### M4 wires

Cells faint in the background.
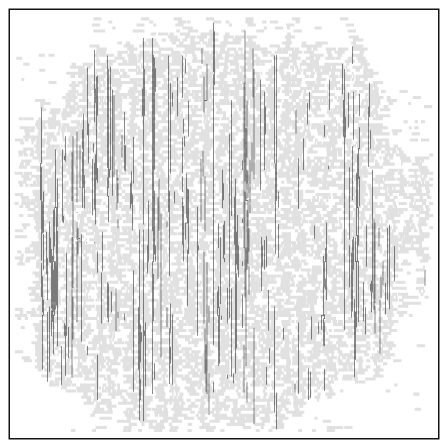
### Signal wires on met1

Cells faint in the background.
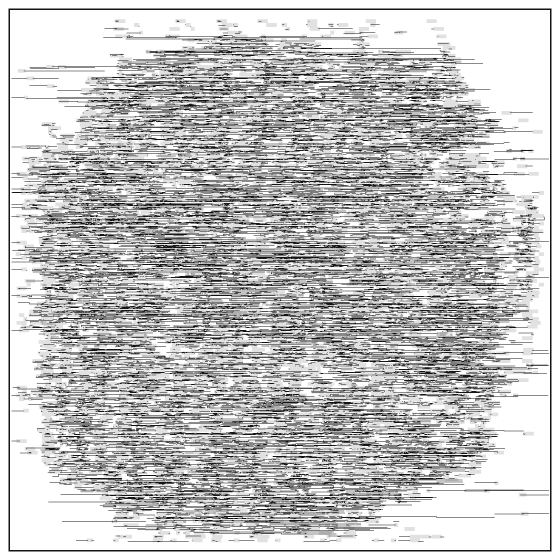
==> config.mk <==
export PLATFORM = sky130hd
export DESIGN_NAME = mips_register_file_flat
export DESIGN_NICKNAME = d
export VERILOG_FILES = /design/src/rtl/mips_register_file_if.sv /design/src/rtl/mips_register_file.sv /design/src/flat_wrapper.sv
export SDC_FILE = /design/constraint.sdc
export NUM_CORES = 2
export LEC_CHECK = 0
export CORE_MARGIN = 4
export CORE_UTILIZATION = 46
export DETAILED_ROUTE_END_ITERATION = 6
export PLACE_DENSITY = 0.63
export REMOVE_ABC_BUFFERS = 1
export SYNTH_ARGS = -nofsm -noshare
export SYNTH_HDL_FRONTEND = slang
export SYNTH_SLANG_ARGS = --single-unit
==> constraint.sdc <==
create_clock -name clk -period 6.3 [get_ports clk]
set_input_delay 1.575 -clock clk [delete_from_list [all_inputs] [get_ports clk]]
set_output_delay 1.575 -clock clk [all_outputs]
set_load 0.1 [all_outputs]
==> job_summary.md <==
### Flow metrics

| Metric | Value |
|---|---|
| R2r setup slk | about 4.5 ns |
| Status | finished, violations left |
| Layout cells sized above 1 | 0.399 |
| Number of clock sinks | approximately 1000 |
| Internal power | 15.5 mW |
| Worst hold slack | 0.424 ns |
| Total CTS buffers | around 120 |
| Failing checks | DRC |
| Postcts setup bufs | 0 |
| CP max FO | 22 |
| Largest net degree at the start of global routing | about 180 |
| Hpwl dp | around 140000 um |
| CLK BUF | ~160 |
| Design area | around 75000 um2 |
| YS chip area | ~65000 um2 |
| Cts hold-fix bufs | 0 |
| Vias/cell | slightly below 7 |
| RD Place Congestion | slightly below 0.9 |
| Cycle use final | 0.974 |
| Setup CP Type | in -> out |
| Logic share of the area | 0.493 |
| First-pass GRT wire length | roughly 340000 um |
| Nonclk buf count | 433 |
| Drt drc | 1 |
| Post-route ant nets | 0 |
| Post-synth top cells | dfrtp_1, mux2_2, mux4_2 |
| M3 GR Usage | 0.0748 |
| Syn Area/Cell | 13.0 um2 |
| Clock-net power | around 7.4 mW |
| Fillers | between 10000 and 15000 |
| Register share after synthesis | 0.399 |
| Flip-flop and latch area | ~26000 um2 |
| Critical-path cell list | clkdlybuf4s50_1 -> buf_4 -> nor2b_1 -> and2_2 -> a22oi_1 -> nand4_1 -> a22o_1 -> buf_12 |
| CTS Root Cell | clkbuf_16 |
| Setup TNS | 0 ns |
| Max Used Layer | met5 |
| Cells in synth_stat.txt | approximately 5000 |
| Total GRT Usage | 0.312 |
| Slew headroom | 0.0994 |
| Post-synth top flop | dfrtp_1 |
| Die width | 385 um |
| Most frequent logic cells in the routed design | dfrtp_1, mux2_2, mux4_2, mux2i_1, mux2_1 |
| Aoi share | 0.0876 |
| Post-CTS resize count | 0 |
| Max incr delay on CP | 0.98 ns |
| # Max-Cap Violations | 0 |
| Worst Path Arrival | approximately 4.6 ns |
| Worst Max-Slew Pin Slew | approximately 1.3 ns |
| Die Ht | 385 um |
| Synthesized registers | ~1000 |
| Switch share | 0.318 |
| Stages on worst setup path | 8 |
| Post-synth area hogs | dfrtp_1, mux4_2, mux2_2 |
| Cell count after placement | 6764 |
| RSZ-0062 raised after global routing | no |
| Synth Warn # | 0 |
| Setup Skew | roughly 0.0061 ns |
| Invs w/o clock | 5 |
| Max-slew violation count | 0 |
| Sequential cell area share | 0.347 |
| Syn Inst Count | about 5000 |
| Area of the core | ~140000 um2 |
| Vias in the first global route | about 48000 |
| PD cells | 303 nW/um2 |
| Final Net Count | approximately 5100 |
| Fmax | between 0.15 and 0.2 GHz |
| Clk slew on worst S/H paths | about 0.060 ns |
| Final Util | 0.535 |
| Post-synthesis mux area share | 0.434 |
| Fin crit period | roughly 6.1 ns |
| CP max stage cell | and2_2 |
| Final setup fails | 0 |
| Post-synth top area cell | dfrtp_1 |
| CP top delay family | simple AND/OR/NAND/NOR gates |
| Number of flip-flops in the largest register | approximately 1000 |
| Met3 WL | approximately 23000 um |
| Met2 Use GR | 0.472 |
| Maximum VDD drop | between 200 and 300 uV |
| Netlist cell types | approximately 56 |
| XOR-XNOR Cells, Area Fraction | 0.00295 |
| Combinational gate count | around 3400 |
| Comb. cell area | about 37000 um2 |
| Critical path endpoint category | output pin |
| Number of DRC markers in iteration 0 | ~5700 |
| P_comb | around 6 mW |
| Top cell area share | 0.399 |
Back to the opening pictures, 'M4 wires':
share of all routed wire: 5.9%
nets with wire on the layer: 135
main direction: vertical
wire length on this layer: 13700 um
total vias in the final route: 48500
Final Routed Wirelength: 233000 um

Back to the opening pictures, 'Signal wires on met1':
share of all routed wire: 40%
wire length on this layer: 93.4 mm
met1 Use GR: 0.426

No activity file was given, so power comes from the tool's default toggle rates.
